==> run_1/clock_map.png <==
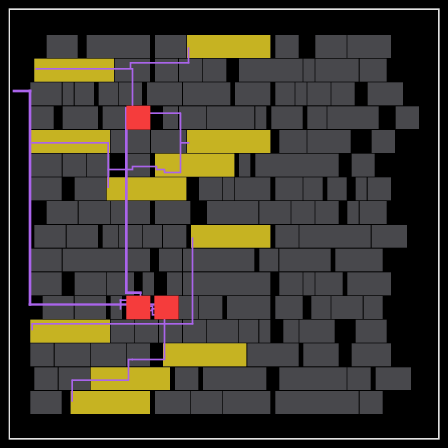
==> run_1/gate_families.png <==
Scale bar: 10 µm.
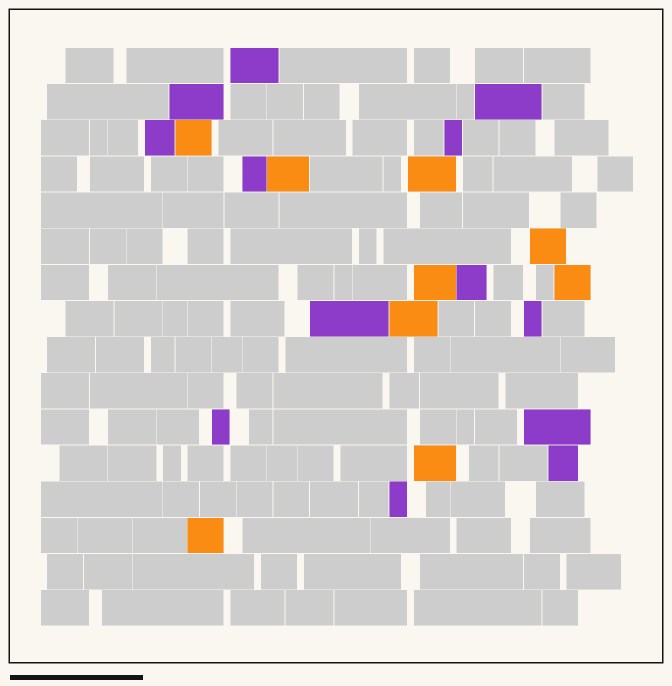
==> run_1/final_congestion.png <==
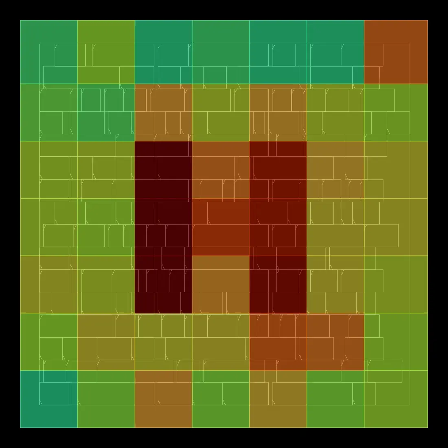
### src/rtl/stream_mux_arb.sv
// N-channel valid/ready stream multiplexer with external-select or round-robin
// arbitration, packet locking on the last flag, and a registered output stage.
module stream_mux_arb #(
   parameter int N_CH = 4,
   parameter int DW   = 2,
   parameter int SELW = 2
) (
   input  logic               clk,
   input  logic               rst_n,
   input  logic               mode,
   input  logic [SELW-1:0]    sel,
   input  logic [N_CH*DW-1:0] in_data,
   input  logic [N_CH-1:0]    in_valid,
   input  logic [N_CH-1:0]    in_last,
   output logic [N_CH-1:0]    in_ready,
   output logic [DW-1:0]      out_data,
   output logic               out_valid,
   output logic               out_last,
   output logic [SELW-1:0]    out_ch,
   input  logic               out_ready
);

   typedef enum logic {IDLE, LOCKED} state_t;

   state_t          state;
   logic [SELW-1:0] lock_ch;
   logic [SELW-1:0] rr_ptr;
   logic [SELW-1:0] grant;
   logic            rr_found;
   logic            grant_ok;
   logic            grant_last;
   logic [DW-1:0]   grant_data;
   logic            load_en;
   logic            accept;

   assign load_en = !out_valid || out_ready;

   always_comb begin
      grant      = '0;
      rr_found   = 1'b0;
      grant_ok   = 1'b0;
      grant_last = 1'b0;
      grant_data = '0;
      in_ready   = '0;

      if (state == LOCKED) begin
         grant = lock_ch;
      end else if (!mode) begin
         grant = sel;
      end else begin
         // Scan starts one past the last channel that finished a packet.
         for (int i = 1; i <= N_CH; i++) begin
            for (int k = 0; k < N_CH; k++) begin
               if (!rr_found && in_valid[k] && (k == (int'(rr_ptr) + i) % N_CH)) begin
                  rr_found = 1'b1;
                  grant    = SELW'(k);
               end
            end
         end
      end

      // An out-of-range select matches no channel, so nothing is granted.
      for (int k = 0; k < N_CH; k++) begin
         if (int'(grant) == k) begin
            grant_ok   = in_valid[k];
            grant_last = in_last[k];
            grant_data = in_data[k*DW +: DW];
         end
      end

      for (int k = 0; k < N_CH; k++) begin
         in_ready[k] = grant_ok && load_en && (int'(grant) == k);
      end
   end

   assign accept = grant_ok && load_en;

   always_ff @(posedge clk or negedge rst_n) begin
      if (!rst_n) begin
         state     <= IDLE;
         lock_ch   <= '0;
         rr_ptr    <= SELW'(N_CH - 1);
         out_valid <= 1'b0;
         out_data  <= '0;
         out_last  <= 1'b0;
         out_ch    <= '0;
      end else begin
         if (load_en) begin
            out_valid <= accept;
            if (accept) begin
               out_data <= grant_data;
               out_last <= grant_last;
               out_ch   <= grant;
            end
         end
         if (accept) begin
            if (grant_last) begin
               state  <= IDLE;
               rr_ptr <= grant;
            end else begin
               state   <= LOCKED;
               lock_ch <= grant;
            end
         end
      end
   end

endmodule

### config.mk
export PLATFORM = sky130hd
export DESIGN_NAME = stream_mux_arb
export DESIGN_NICKNAME = d
export VERILOG_FILES = /design/src/rtl/stream_mux_arb.sv
export SDC_FILE = /design/constraint.sdc
export NUM_CORES = 1
export LEC_CHECK = 0
export CORE_MARGIN = 2
export CORE_UTILIZATION = 44
export CTS_CLUSTER_SIZE = 12
export DETAILED_ROUTE_END_ITERATION = 10
export GPL_ROUTABILITY_DRIVEN = 0
export PLACE_DENSITY = 0.79
export SLEW_MARGIN = 40
export SYNTH_ARGS = -nofsm -noshare
export SYNTH_HDL_FRONTEND = slang
export SYNTH_SLANG_ARGS = --single-unit
### constraint.sdc
create_clock -name clk -period 2.4 [get_ports clk]
set_input_delay 0.48 -clock clk [delete_from_list [all_inputs] [get_ports clk]]
set_output_delay 0.48 -clock clk [all_outputs]
set_load 0.1 [all_outputs]
==> run notes, run 1 <==
Item: results of the latest flow run.

- For the clock group, total power comes out at 0.136 mW.
- The share of the cycle needed by the critical path after routing is 1.108.
- For reference, the post-synthesis area per instance comes to just under 10 µm².
- The overall chip area is around 2400 µm².
- The maximum number of pins on one net before global-route repair is 12.
- The commonest cells after synthesis are 9 x dfrtp_1, 9 x mux2i_1, 7 x nor2_1.
- The post-route worst setup slack is -260.1 ps.
- Measured on the final layout, the clock distribution area share stands at 0.01561.
- The slack of the worst reg-to-reg path is -30 ps.
- The switching power is 1.296 mW.
- The final timing report lists clock skew as approximately 0.33 ps.
- The via count of the first global-routing pass was 1180.
- The flop count is 11.
- The proportion of power drawn by combinational gates is 0.784.
- The area fraction of the largest cell type after synthesis is 0.2521.
- The initial core utilization is 0.4601.
- According to the floorplan log, the row count is 16.
- The count of final setup violators is 6.
- The number of storage elements in the synthesis netlist is 11.
- The worst supply voltage drop on vdd is 1.355 mV.
- Yosys printed 0 warnings.
- The post-route total power is ~2.5 mW.
- The layout has 3 inverters outside the clock class.
- After filler insertion, the fill cell instance count of the layout stands at 104.
- Tap insertion was completed with 27 tapcells.
- The proportion of cell area occupied by multi-input gates is 0.4550.
- The proportion of synthesized chip area in sequential cells is 0.3109.
- Looking at hold timing, the worst path starts from out_data[0].
- The final reports fail on setup timing.
- The power drawn by the sequential cells is 0.403 mW.
- After synthesis, the cell types taking the most area are dfrtp_1 25%, mux2i_1 10%, mux2_1 6.3%.
- The met2 wirelength from detailed routing is 1769 µm.
- The run finished, with violations left.
- The endpoint of the worst register-to-register path is rr_ptr[0].
- After global routing the overflow that remains totals 0.
- The worst setup path is captured at an output pin.
Back to the opening pictures, clock_map.png:
[flip-flops] yellow | count: 11
[cells driving clock nets] red | count: 3
[clock wires] purple | length: 196 µm
routed clock nets: 4

Back to the opening pictures, gate_families.png:
| family | color | cells |
|---|---|---|
| NOR gates | purple | 13 |
| AND-OR and OR-AND gates | orange | 9 |

Back to the opening pictures, final_congestion.png:
layer with the highest usage: met2
final cell utilization of the core: 0.8666

run 1: critical path, delay by kind of cell, from the launching register on:
family          cells  cell delay, ps
compound gates      3             850
flops               1             570
simple gates        3             320
buf+inv             1             160
run 1: how the worst max path moves through the flow:
stage                         start     endpoint  slack, ps
after detailed placement       mode  in_ready[2]       -590
after CTS                 rr_ptr[0]  in_ready[0]       -250
after global placement         mode  in_ready[0]       -490
after global routing      rr_ptr[0]  in_ready[1]       -320
after floorplan           rr_ptr[0]  in_ready[2]       -140
final                     rr_ptr[0]  in_ready[1]       -260
run 1: logic make-up after synthesis:
group,Yosys count,share of synthesized area
AND-OR/OR-AND,23,0.2325
flip-flops,11,0.3109
AND/OR/NAND/NOR,33,0.2017
multiplexers,18,0.2171
buffers and inverters,7,0.03781
==> run 1 -> run 2 <==
GPL_TIMING_DRIVEN = 0   (was not set)
==> run 2 against run 1 <==
  * The flow still finishes with violations (setup timing)
  * Largest power group unchanged
  * Sequential share of layout area increased by 1.2 points
  * Power decreased by 2.0%
  * Critical path depth unchanged
  * First-iteration DRC count decreased by 44%
  * Critical endpoint is now in_ready[0]
  * Sequential power decreased by about 10%
  * Worst hold slack improved by 16 ps
  * Fmax decreased by 2.6%
  * Core utilization decreased by 6.2 points
  * Final cell count decreased by 4.5%
==> run notes, run 2 <==
Item: results of the latest flow run.

- Outcome: finished with violations (unchanged).
- Failing checks: setup timing (unchanged).
- The setup skew after layout is 12.76 ps (was 0.3288 ps).
- The switching power is 1.274 mW (was 1.296 mW).
- The initial core utilization is 0.4601 (unchanged).
- The number of antenna-violating nets in the routed design is 0 (unchanged).
- The flop count is 11 (unchanged).
- The endpoint of the worst register-to-register path is rr_ptr[0] (unchanged).
- The slack of the worst reg-to-reg path is -110 ps (was -30 ps).
- The number of standard-cell rows in the floorplan came to 16 (unchanged).
- The clock-net power is 0.140 mW (was 0.136 mW).
- The met2 wirelength from detailed routing is 1521 µm (was 1769 µm).
- The overall chip area is 2407 µm² (unchanged).
- The number of nets at floorplan is 114 (unchanged).
- The layer carrying the most global-route usage is met2 (unchanged).
- The destination of the critical timing path is in_ready[0] (was in_ready[1]).
- The total overflow reported by the global router came to 0 (unchanged).
- Top post-synthesis cells by count: 9 x dfrtp_1, 9 x mux2i_1, 7 x nor2_1 (unchanged).
- The share of the cycle needed by the critical path after routing is 1.138 (was 1.108).
- The number of logic inverters in the finished layout is 3 (unchanged).
- The post-route worst setup slack was -330.3 ps (was -260.1 ps).
- The start point of the critical path is rr_ptr[0] (unchanged).
- The area fraction of the dominant cell type after synthesis is 0.2521 (unchanged).
- The maximum number of pins on one net before global-route repair is 12 (unchanged).
- The kind of end point of the critical path is an output pin (unchanged).
- The via count of the first global-routing pass is 1003 (was 1180).
- The number of synthesis warnings is 0 (unchanged).
- The fraction of area in clock buffers and inverters is 0.01761 (was 0.01561).
- The proportion of power drawn by combinational gates was 0.794 (was 0.784).
- The power drawn by the sequential cells was 0.362 mW (was 0.403 mW).
- The count of final setup violators is 11 (was 6).
- The proportion of synthesized chip area in sequential cells was 0.3109 (unchanged).
- The group with the largest share of power is combinational logic (unchanged).
- The worst supply voltage drop on vdd is 1.512 mV (was 1.355 mV).
- The fraction of area in registers is 0.1777 (was 0.1658).
- The number of storage elements in the synthesis netlist is 11 (unchanged).
- Top cells, area: dfrtp_1 25%, mux2i_1 10%, mux2_1 6.3% (unchanged).
- The fill cell instance count of the final layout came to 122 (was 104).
==> run 2: cell count changes in the layout (fill, tap and decap cells not counted), sizes merged <==
| cell | previous run | this run |
|---|---|---|
| buf | 39 | 32 |
| clkbuf | 4 | 3 |
| clkinv | 0 | 1 |
| clkdlybuf4s15 | 3 | 2 |
| dlymetal6s2s | 1 | 0 |
| clkdlybuf4s50 | 14 | 15 |
==> run 2: critical path, cell delays in order (launching register included) <==
cell	delay, ps
dfstp_2	580
nor2b_4	50
a21o_1	190
a221o_1	380
a221oi_4	350
or3_4	210
nor2_4	40
buf_12	150
==> run 2: kinds of logic after synthesis <==
family,after synthesis,synth area share
and+or+nand+nor,33,0.2017
AOI/OAI and AO/OA,23,0.2325
muxes,18,0.2171
DFF,11,0.3109
buffers and inverters,7,0.03781
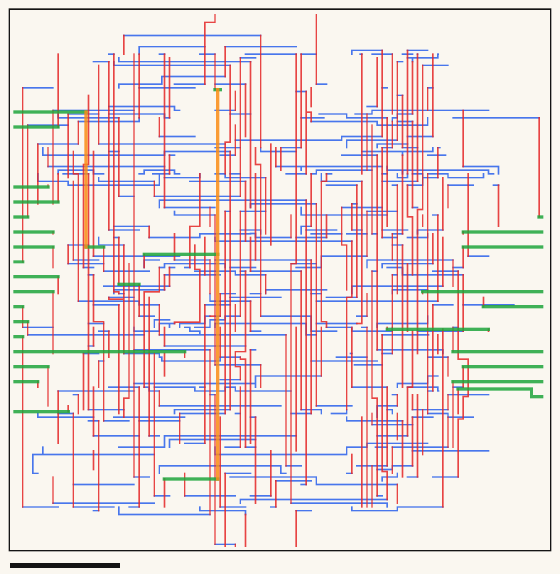
(run_2/metal_stack.png)
Scale bar: 10 µm.
| layer | color | wire length |
|---|---|---|
| met3 | green | 148 µm |
| met1 | blue | 1190 µm |
| met4 | orange | 47.6 µm |
| met2 | red | 1520 µm |
Wirelength per Cell: 16.97 µm
global-route total usage across every layer: 0.2653

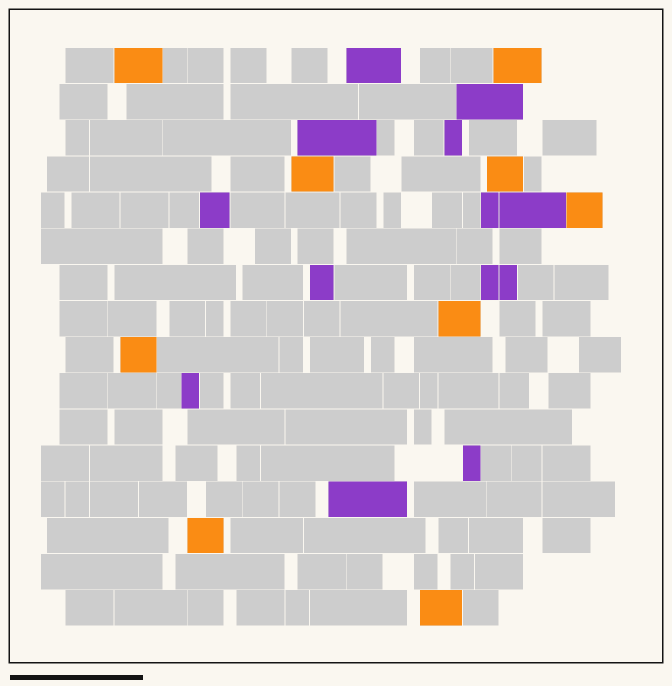
(run_2/gate_families.png)
Scale bar: 10 µm.
| family | color | cells |
|---|---|---|
| AND-OR and OR-AND gates | orange | 9 |
| NOR gates | purple | 13 |
Comb/total area: 0.4588
most common library cell in the layout ignoring fill and taps: buf_4

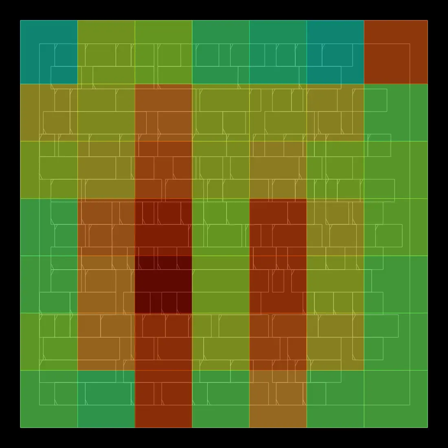
(run_2/final_congestion.png)
M1 GR Usage: 0.3262
final cell utilization of the core: 0.8048

==> run 2 -> run 3 <==
SKIP_CTS_REPAIR_TIMING = 1   (was not set)
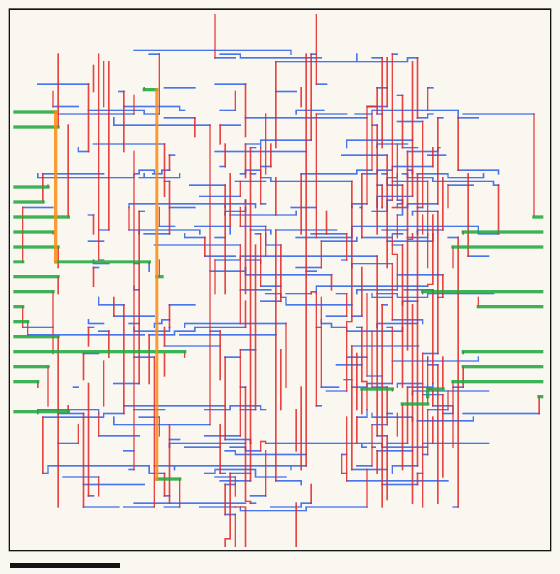
(run_3/metal_stack.png)
Scale bar: 10 µm.
| layer | color | wire length |
|---|---|---|
| met2 | red | 1160 µm |
| met4 | orange | 49.0 µm |
| met3 | green | 138 µm |
| met1 | blue | 904 µm |

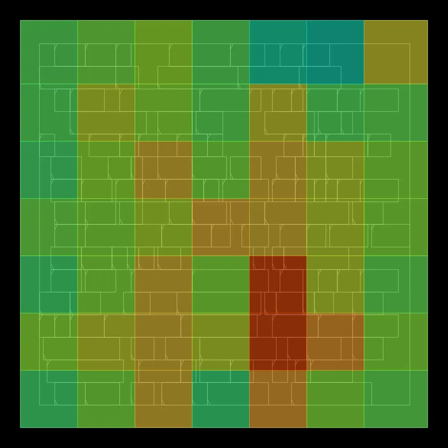
(run_3/final_congestion.png)
final cell utilization of the core: 0.7642
met2 GRT Util: 0.2995
met3 layer usage reported by global route: 0.04601
Wirelength per Cell: 13.99 µm
global-route total usage across every layer: 0.1845

==> run 3 against run 2 <==
  * The run still ends with setup timing left
  * Synthesized cell count did not move
  * Sequential cell count did not move
  * Clock skew rose by 0.57 ps
  * Final cell count fell by 5.8%
  * Largest power group unchanged
  * Power fell by 11%
  * Sequential power barely moved
  * Core utilization fell by 4.1 points
  * Combinational power fell by 13%
==> run notes, run 3 <==
Item: results of the latest flow run.

- The share of the cycle needed by the critical path after routing is 1.139 (was 1.138).
- The maximum number of pins on one net before global-route repair came to 12 (unchanged).
- Failing checks: setup timing (unchanged).
- The number of buffers added on ports came to 30 (unchanged).
- The group with the largest share of power is combinational logic (unchanged).
- The initial core utilization came to 0.4601 (unchanged).
- Outcome: finished with violations (unchanged).
- The total overflow reported by the global router is 0 (unchanged).
- The proportion of synthesized chip area in sequential cells was 0.3109 (unchanged).
- The share of the synthesized netlist area taken by xor and xnor gates is 0 (unchanged).
- The clock-net power is 0.130 mW (was 0.140 mW).
- The number of synthesis warnings is 0 (unchanged).
- The area fraction in full adders, half adders and majority gates is 0 (unchanged).
- The area fraction in compound gates is 0.2325 (unchanged).
- Top cells, area: dfrtp_1 25%, mux2i_1 10%, mux2_1 6.3% (unchanged).
- The family with the most delay on the worst path is AND-OR/OR-AND gates (unchanged).
- The via count of the first global-routing pass was 814 (was 1003).
- The slowest cell on the critical path is dfstp_2 (unchanged).
- The count of final setup violators is 6 (was 11).
- The most common logic cell in the routed design is clkdlybuf4s50_1 (was buf_4).
- The endpoint of the worst register-to-register path is lock_ch[0] (was rr_ptr[0]).
- The switching power came to 1.176 mW (was 1.274 mW).
- The setup skew after layout is 13.34 ps (was 12.76 ps).
- The sum of buffers and inverters on the critical path is 1 (unchanged).
- The overall chip area is 2407 µm² (unchanged).
- The post-route worst setup slack is -332.4 ps (was -330.3 ps).
- Cell-by-cell trace of the critical path: nor2b_4, a21o_1, a221o_1, a221oi_4, or3_4, nor2_4, buf_12 (unchanged).
- The worst supply voltage drop on vdd is 1.389 mV (was 1.512 mV).
- The largest non-sequential cell family by area was AND-OR/OR-AND gates (unchanged).
- Top post-synthesis cells by count: 9 x dfrtp_1, 9 x mux2i_1, 7 x nor2_1 (unchanged).
- The mux contribution to synthesized area came to 0.2171 (unchanged).
- The hold path startpoint is out_data[0].
- The number of storage elements in the synthesis netlist is 11 (unchanged).
- The kind of end point of the critical path was an output pin (unchanged).
- The slack of the worst reg-to-reg path is -70 ps (was -110 ps).
- The mean instance size in the synthesized netlist is 9.710 µm² (unchanged).
- The destination of the critical timing path is in_ready[0] (unchanged).
- The simple-gate area share of the yosys netlist is 0.2017 (unchanged).
- The peak per-stage delay on the critical path came to 580 ps (about the same).
- The proportion of power drawn by combinational gates came to 0.773 (was 0.794).
- The number of antenna-violating nets in the routed design is 0 (unchanged).
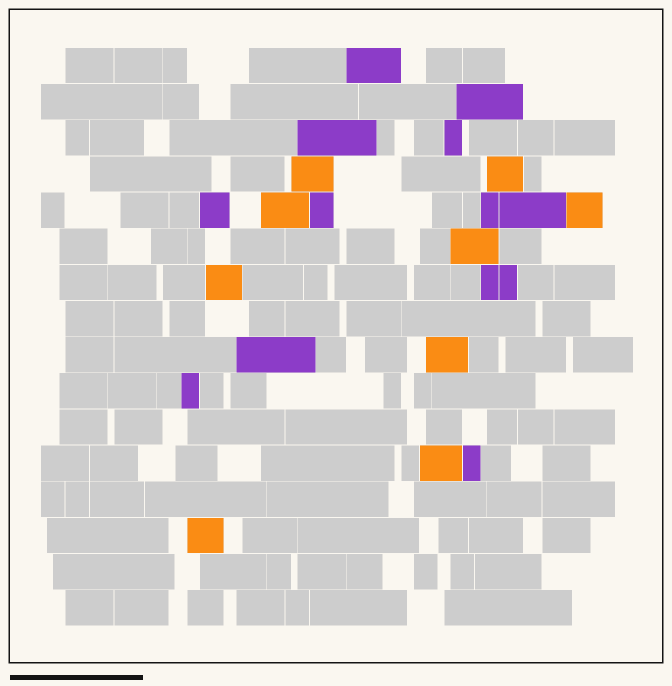
(run_3/gate_families.png)
Scale bar: 10 µm.
| family | color | cells |
|---|---|---|
| NOR gates | purple | 13 |
| AND-OR and OR-AND gates | orange | 9 |

[run 3: kinds of logic after synthesis]
logic type | Yosys count
AND-OR/OR-AND | 23
buffers and inverters | 7
flip-flops | 11
multiplexers | 18
AND/OR/NAND/NOR | 33
[run 3: cell type report]
cell class              instances  area [µm²]
fillers                       140       457.9
flip-flops and latches         11       277.8
clock buffers                   3       22.52
repair buffers                 38       382.9
multi-input cells              74       708.2
clock inverters                 1       5.005
inverters                       3       11.26
well taps                      27       33.78
plain buffers                   4       42.54
[run 3: per-layer routing]
layer  vias up  global-route usage  part of all wire
met4         0             0.08571             0.021
met5         -                   0                 0
met1       422              0.2285              0.40
li1        433                   -                 -
met3         5             0.04601             0.061
met2        35              0.2995              0.52

## Gallery

Local utilization.
The die is cut into 10 by 10 equal tiles; dark blue is low, red is high, 0 to 100% covered.
image #1
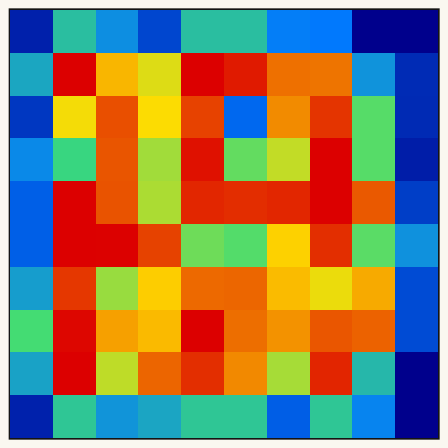
image #2
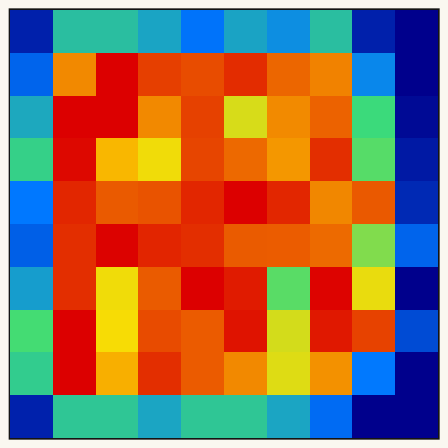
image #3
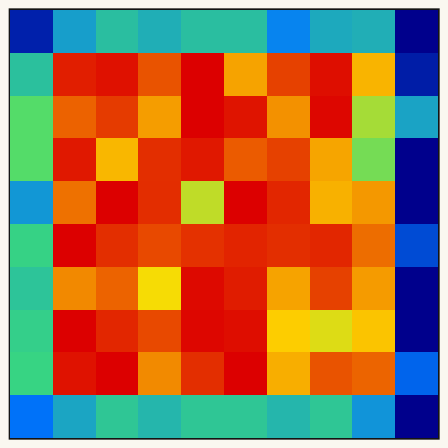
| picture | from |
|---|---|
| image #2 | run 2 |
| image #3 | run 1 |
| image #1 | run 3 |

Key to image #2:
nearly empty tiles: 6.0%
fullest tile: 100%
mean over tiles: 64%

Power is estimated from default activity; no workload was simulated.
